### src/rtl/safe_pkg.sv
// Shared definitions for the safe combination lock.
//   state_t    : lock state encoding (ENTER, OPEN, LOCKOUT)
//   DEF_*      : default dial size, digit width, digit count and code
//   code_digit : extracts digit i from a packed code, where digit 0 is in the LSBs
package safe_pkg;

  typedef enum logic [1:0] {
    ENTER   = 2'd0,
    OPEN    = 2'd1,
    LOCKOUT = 2'd2
  } state_t;

  localparam int DEF_DIAL_MAX = 40;
  localparam int DEF_DW       = 6;
  localparam int DEF_NDIG     = 3;
  // Digit 0 (entered first) is 12, then 30, then 5.
  localparam logic [DEF_NDIG*DEF_DW-1:0] DEF_CODE = {6'd5, 6'd30, 6'd12};

  // The helper works on a wide container so it can serve any code size the
  // top might be built with. The caller narrows the result to its own DW.
  localparam int CODE_MAXW = 64;

  function automatic logic [CODE_MAXW-1:0] code_digit(
    input logic [CODE_MAXW-1:0] code,
    input int unsigned          dw,
    input int unsigned          i
  );
    logic [CODE_MAXW-1:0] mask;
    mask = (CODE_MAXW'(1) << dw) - CODE_MAXW'(1);
    return (code >> (dw * i)) & mask;
  endfunction

endpackage

### src/rtl/safe_dial_counter.sv
// Modulo-DIAL_MAX up/down dial position counter.
//   clk, rst : clock and asynchronous active-high reset (reset clears dial to 0)
//   cnten    : active-low step strobe, one cycle per detent
//   up       : step direction while cnten=0 (1 = +1, 0 = -1)
//   dial     : current position, in the range 0..DIAL_MAX-1
module safe_dial_counter #(
  parameter int DIAL_MAX = 40,
  parameter int DW       = 6
) (
  input  logic          clk,
  input  logic          rst,
  input  logic          cnten,
  input  logic          up,
  output logic [DW-1:0] dial
);

  localparam logic [DW-1:0] TOP = DW'(DIAL_MAX - 1);

  // NOTE: clocked state is written with non-blocking assignments so every
  // register samples the pre-edge values of every other register.
  always_ff @(posedge clk or posedge rst) begin
    if (rst) begin
      dial <= '0;
    end else if (!cnten) begin
      if (up) begin
        dial <= (dial == TOP) ? '0 : dial + 1'b1;
      end else begin
        dial <= (dial == '0) ? TOP : dial - 1'b1;
      end
    end
  end

endmodule

### src/rtl/safe_combo_lock.sv
// Safe combination lock. It follows the dial position and captures a digit on
// each direction reversal. After NDIG digits it compares the captured sequence
// with CODE and either opens or reports a failure.
//   clk, rst   : clock and asynchronous active-high reset
//   cnten, up  : decoded step strobe (active low) and step direction
//   dirch      : one-cycle pulse that marks a rotation reversal (capture)
//   lock       : one-cycle pulse that re-locks from OPEN
//   dial       : dial position
//   digit_idx  : number of digits captured in the current attempt
//   entry_strb : one-cycle pulse after each capture
//   unlocked   : high while OPEN
//   err        : one-cycle pulse when an attempt fails
//   locked_out : high during lockout
// Optional feature: define SAFE_LOCKOUT_EN to enable the lockout. MAX_FAIL
// consecutive failures then lock the safe for LOCKOUT_CYC cycles. Without
// the macro, locked_out is tied to 0.
module safe_combo_lock
  import safe_pkg::*;
#(
  parameter int                   DIAL_MAX    = DEF_DIAL_MAX,
  parameter int                   DW          = DEF_DW,
  parameter int                   NDIG        = DEF_NDIG,
  parameter logic [NDIG*DW-1:0]   CODE        = DEF_CODE,
  parameter int                   MAX_FAIL    = 3,
  parameter int                   LOCKOUT_CYC = 100
) (
  input  logic                  clk,
  input  logic                  rst,
  input  logic                  cnten,
  input  logic                  up,
  input  logic                  dirch,
  input  logic                  lock,
  output logic [DW-1:0]         dial,
  output logic [$clog2(NDIG):0] digit_idx,
  output logic                  entry_strb,
  output logic                  unlocked,
  output logic                  err,
  output logic                  locked_out
);

  localparam int IW = $clog2(NDIG) + 1;
  localparam int FW = $clog2(MAX_FAIL + 1);

  state_t          state, state_nx;
  logic [IW-1:0]   idx_nx;
  logic            bad, bad_nx;
  logic [FW-1:0]   fail_cnt, fail_nx, fail_inc;
  logic            strb_nx, err_nx;
  logic [DW-1:0]   want;
  logic            hit;

  safe_dial_counter #(
    .DIAL_MAX (DIAL_MAX),
    .DW       (DW)
  ) u_dial (
    .clk   (clk),
    .rst   (rst),
    .cnten (cnten),
    .up    (up),
    .dial  (dial)
  );

  // The dial register still holds its pre-step value during the capture
  // cycle. A capture that coincides with a step therefore sees the old
  // position.
  assign want     = DW'(code_digit(CODE_MAXW'(CODE), DW, 32'(digit_idx)));
  assign hit      = (dial == want);
  assign fail_inc = (fail_cnt == FW'(MAX_FAIL)) ? fail_cnt : fail_cnt + 1'b1;

`ifdef SAFE_LOCKOUT_EN
  localparam int LW = $clog2(LOCKOUT_CYC) + 1;
  logic [LW-1:0] lock_cnt, cnt_nx;
`endif

  // NOTE: every signal assigned here gets a default first, so no path
  // through the case leaves one unassigned and infers a latch.
  always_comb begin
    state_nx = state;
    idx_nx   = digit_idx;
    bad_nx   = bad;
    fail_nx  = fail_cnt;
    strb_nx  = 1'b0;
    err_nx   = 1'b0;
`ifdef SAFE_LOCKOUT_EN
    cnt_nx   = lock_cnt;
`endif
    case (state)
      ENTER: begin
        if (dirch) begin
          strb_nx = 1'b1;
          if (digit_idx == IW'(NDIG - 1)) begin
            // The failure is judged only on the last digit. This way the
            // result never shows which digit was wrong.
            idx_nx = '0;
            bad_nx = 1'b0;
            if (!bad && hit) begin
              state_nx = OPEN;
              fail_nx  = '0;
            end else begin
              err_nx  = 1'b1;
              fail_nx = fail_inc;
`ifdef SAFE_LOCKOUT_EN
              if (fail_inc == FW'(MAX_FAIL)) begin
                state_nx = LOCKOUT;
                cnt_nx   = LW'(LOCKOUT_CYC - 1);
              end
`endif
            end
          end else begin
            idx_nx = digit_idx + 1'b1;
            if (!hit) bad_nx = 1'b1;
          end
        end
      end
      OPEN: begin
        idx_nx = '0;
        if (lock) state_nx = ENTER;
      end
      LOCKOUT: begin
`ifdef SAFE_LOCKOUT_EN
        if (lock_cnt == '0) begin
          state_nx = ENTER;
          fail_nx  = '0;
        end else begin
          cnt_nx = lock_cnt - 1'b1;
        end
`else
        state_nx = ENTER;
`endif
      end
      default: state_nx = ENTER;
    endcase
  end

  always_ff @(posedge clk or posedge rst) begin
    if (rst) begin
      state      <= ENTER;
      digit_idx  <= '0;
      bad        <= 1'b0;
      fail_cnt   <= '0;
      entry_strb <= 1'b0;
      err        <= 1'b0;
      unlocked   <= 1'b0;
    end else begin
      state      <= state_nx;
      digit_idx  <= idx_nx;
      bad        <= bad_nx;
      fail_cnt   <= fail_nx;
      entry_strb <= strb_nx;
      err        <= err_nx;
      unlocked   <= (state_nx == OPEN);
    end
  end

`ifdef SAFE_LOCKOUT_EN
  always_ff @(posedge clk or posedge rst) begin
    if (rst) begin
      lock_cnt   <= '0;
      locked_out <= 1'b0;
    end else begin
      lock_cnt   <= cnt_nx;
      locked_out <= (state_nx == LOCKOUT);
    end
  end
`else
  assign locked_out = 1'b0;
`endif

endmodule

### config.mk
export PLATFORM = sky130hd
export DESIGN_NAME = safe_combo_lock
export DESIGN_NICKNAME = d
export VERILOG_FILES = /design/src/rtl/safe_pkg.sv /design/src/rtl/safe_dial_counter.sv /design/src/rtl/safe_combo_lock.sv
export SDC_FILE = /design/constraint.sdc
export NUM_CORES = 1
export LEC_CHECK = 0
export ABC_AREA = 1
export CAP_MARGIN = 5
export CORE_ASPECT_RATIO = 1.2
export CORE_UTILIZATION = 50
export CTS_CLUSTER_SIZE = 10
export DETAILED_ROUTE_END_ITERATION = 16
export MAX_ROUTING_LAYER = met4
export PLACE_DENSITY_LB_ADDON = 0.15
export SYNTH_ARGS = -nofsm -noshare
export SYNTH_HDL_FRONTEND = slang
export SYNTH_SLANG_ARGS = --single-unit
### constraint.sdc
create_clock -name clk -period 2.1 [get_ports clk]
set_input_delay 0.21 -clock clk [delete_from_list [all_inputs] [get_ports clk]]
set_output_delay 0.21 -clock clk [all_outputs]
set_load 0.03 [all_outputs]
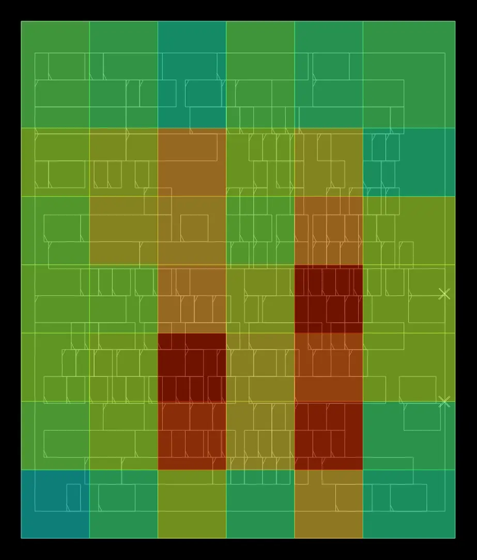
Run 1: routing congestion
met1 Use GR: 25.9%
grt met3 use: 3.47%

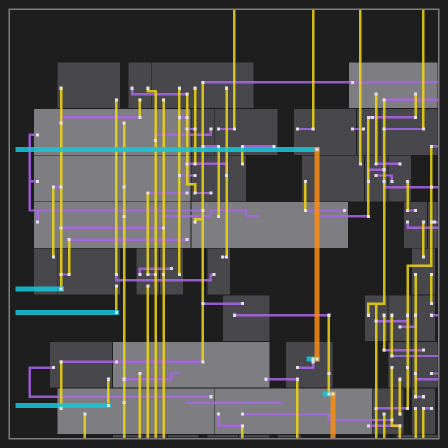
Run 1: close-up of the layout
Region (0, 27) to (25, 52) µm. Cells in gray, sequential cells in the stronger gray; small squares are vias.
Orange marks met4. Yellow marks met2. Purple marks met1. Cyan marks met3.
Most frequent: nand2_1 (11), dfrtp_1 (8), clkdlybuf4s50_1 (7). 37 logic cells have their middle in the window. Netlist names of flops here include `state` (2), `u_dial.dial` (2). Sequential cells in the window: 8.

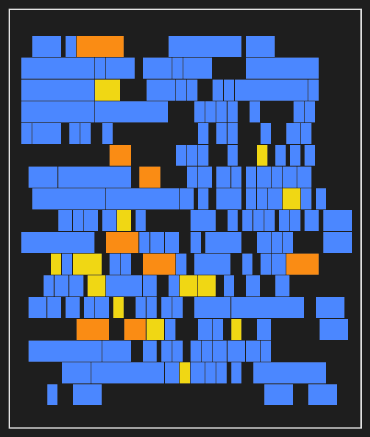
Run 1: sizing map
Drawn at 8 px/µm.
Yellow marks drive 2, cells 13, share 7.7%. Orange marks drive 3 to 4, cells 8, share 4.7%. Blue marks drive 1 or less, cells 148, share 88%.
Finished Cell Area: 0.00125 mm²
setup ws final: 0.270 ns
layout buffer count excluding clock buffers: 17
area added between synthesis and finish: 19.3%

==> impl_metrics.yaml, run 1 <==
# synthesis and place-and-route metrics
clocking:
  cts_setup_buffers: 0
  cts_tree: "done"
  postCtsResizedCells: 0
  cts_hold_buf: 0
cells_and_area:
  nNonClkInverters: 19
  fin_util_pct: 65.4
  regMostFlops: "u_dial.dial"
  reg.largest.list: "u_dial.dial x6, digit_idx x3, state x2"
  comb_area_share_pct: 46.6
  final_cell_mix: "46 x nand2_1, 17 x nand3_1, 17 x clkdlybuf4s50_1"
  drive_above_1_share_pct: 12.4
synth:
  largest_area_cell: "dfrtp_1"
  netlist_area_mm2: 0.00105
  edf_count: 0
  synthArstFlopShare_pct: 100
  ys_sh_aoi_pct: 7.88
  syn_avg_cell_area_um2: 6.99
  ys_types: 19
  synth-adder-area-share_pct: 4.77
  synthTopCellsByArea: "dfrtp_1 36%, nand2_1 16%, nand3_1 8.1%"
  synthTopLogicFamily: "simple AND/OR/NAND/NOR gates"
  synthMostInstantiatedCell: "nand2_1"
power:
  leakage_nw: 0.637
  switchingPower_w: 0.000957
  powerDensity_mw_per_mm2: 1450
  p_seq_w: 0.000580
  vdd_drop_max_mv: 0.958
route:
  drc_errors: 4
  route.met2.wl_mm: 1.21
  wl_met1_um: 955
  first_pass_iters: 10
timing:
  worst_pin_slew_ns: 0.583
  skew_ns: 0.00592
  setup_viol: 0
  tns_ns: 0
  slew_violations: 0
outcome:
  violations: "DRC"
  status: "finished, violations left"
grt:
  grt-ovfl-total: 0
  top_usage_layer: "met2"
worst_setup_path:
  path_depth: 1
  end_kind: "output pin"
  cp_top_family: "buffers and inverters"
placed_design:
  gp_congestion: 0.970
==> run 2, diff against run 1 <==
--- a/config.mk
+++ b/config.mk
@@ -16,3 +16,4 @@
 export SYNTH_ARGS = -nofsm -noshare
 export SYNTH_HDL_FRONTEND = slang
 export SYNTH_SLANG_ARGS = --single-unit
+export TNS_END_PERCENT = 10
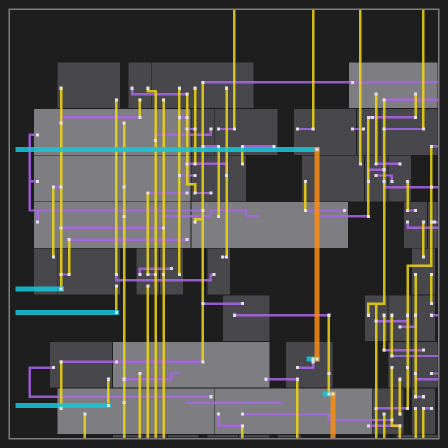
Run 2: close-up of the layout
Region (0, 27) to (25, 52) µm. Cells in gray, sequential cells in the stronger gray; small squares are vias.
Cyan marks met3. Purple marks met1. Orange marks met4. Yellow marks met2.
Most frequent: nand2_1 (11), dfrtp_1 (8), clkdlybuf4s50_1 (7). Sequential cells in the window: 8. Netlist names of flops here include `state` (2), `u_dial.dial` (2). 37 logic cells have their middle in the window.

==> impl_metrics.yaml, run 2 <==
# synthesis and place-and-route metrics
outcome:
  status: "finished, violations left"
  violations: "DRC"
synth:
  synthTopLogicFamily: "simple AND/OR/NAND/NOR gates"
  syn_avg_cell_area_um2: 6.99
  synthArstFlopShare_pct: 100
  ys_sh_aoi_pct: 7.88
  synthMostInstantiatedCell: "nand2_1"
  largest_area_cell: "dfrtp_1"
  ys_types: 19
clocking:
  cts_hold_buf: 0
  postCtsResizedCells: 0
cells_and_area:
  comb_area_share_pct: 46.6
  final_cell_mix: "46 x nand2_1, 17 x nand3_1, 17 x clkdlybuf4s50_1"
  area_growth_pct: 19.3
  final_area_mm2: 0.00125
grt:
  grt-ovfl-total: 0
  top_usage_layer: "met2"
worst_setup_path:
  end_kind: "output pin"
  cp_top_family: "buffers and inverters"
route:
  drc_errors: 4
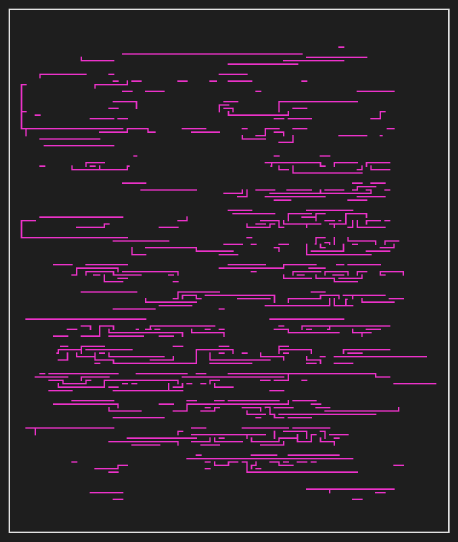
Run 2: metal 1
Drawn at 10 px/µm.
The layer carries 956 µm of wire. The wires run mostly horizontal. The layer holds 41% of the routed length. The longest straight run is 17.9 µm.
DR vias: 1000
detailed-route wire length: 2.32 mm

No activity file was given, so power comes from the tool's default toggle rates.
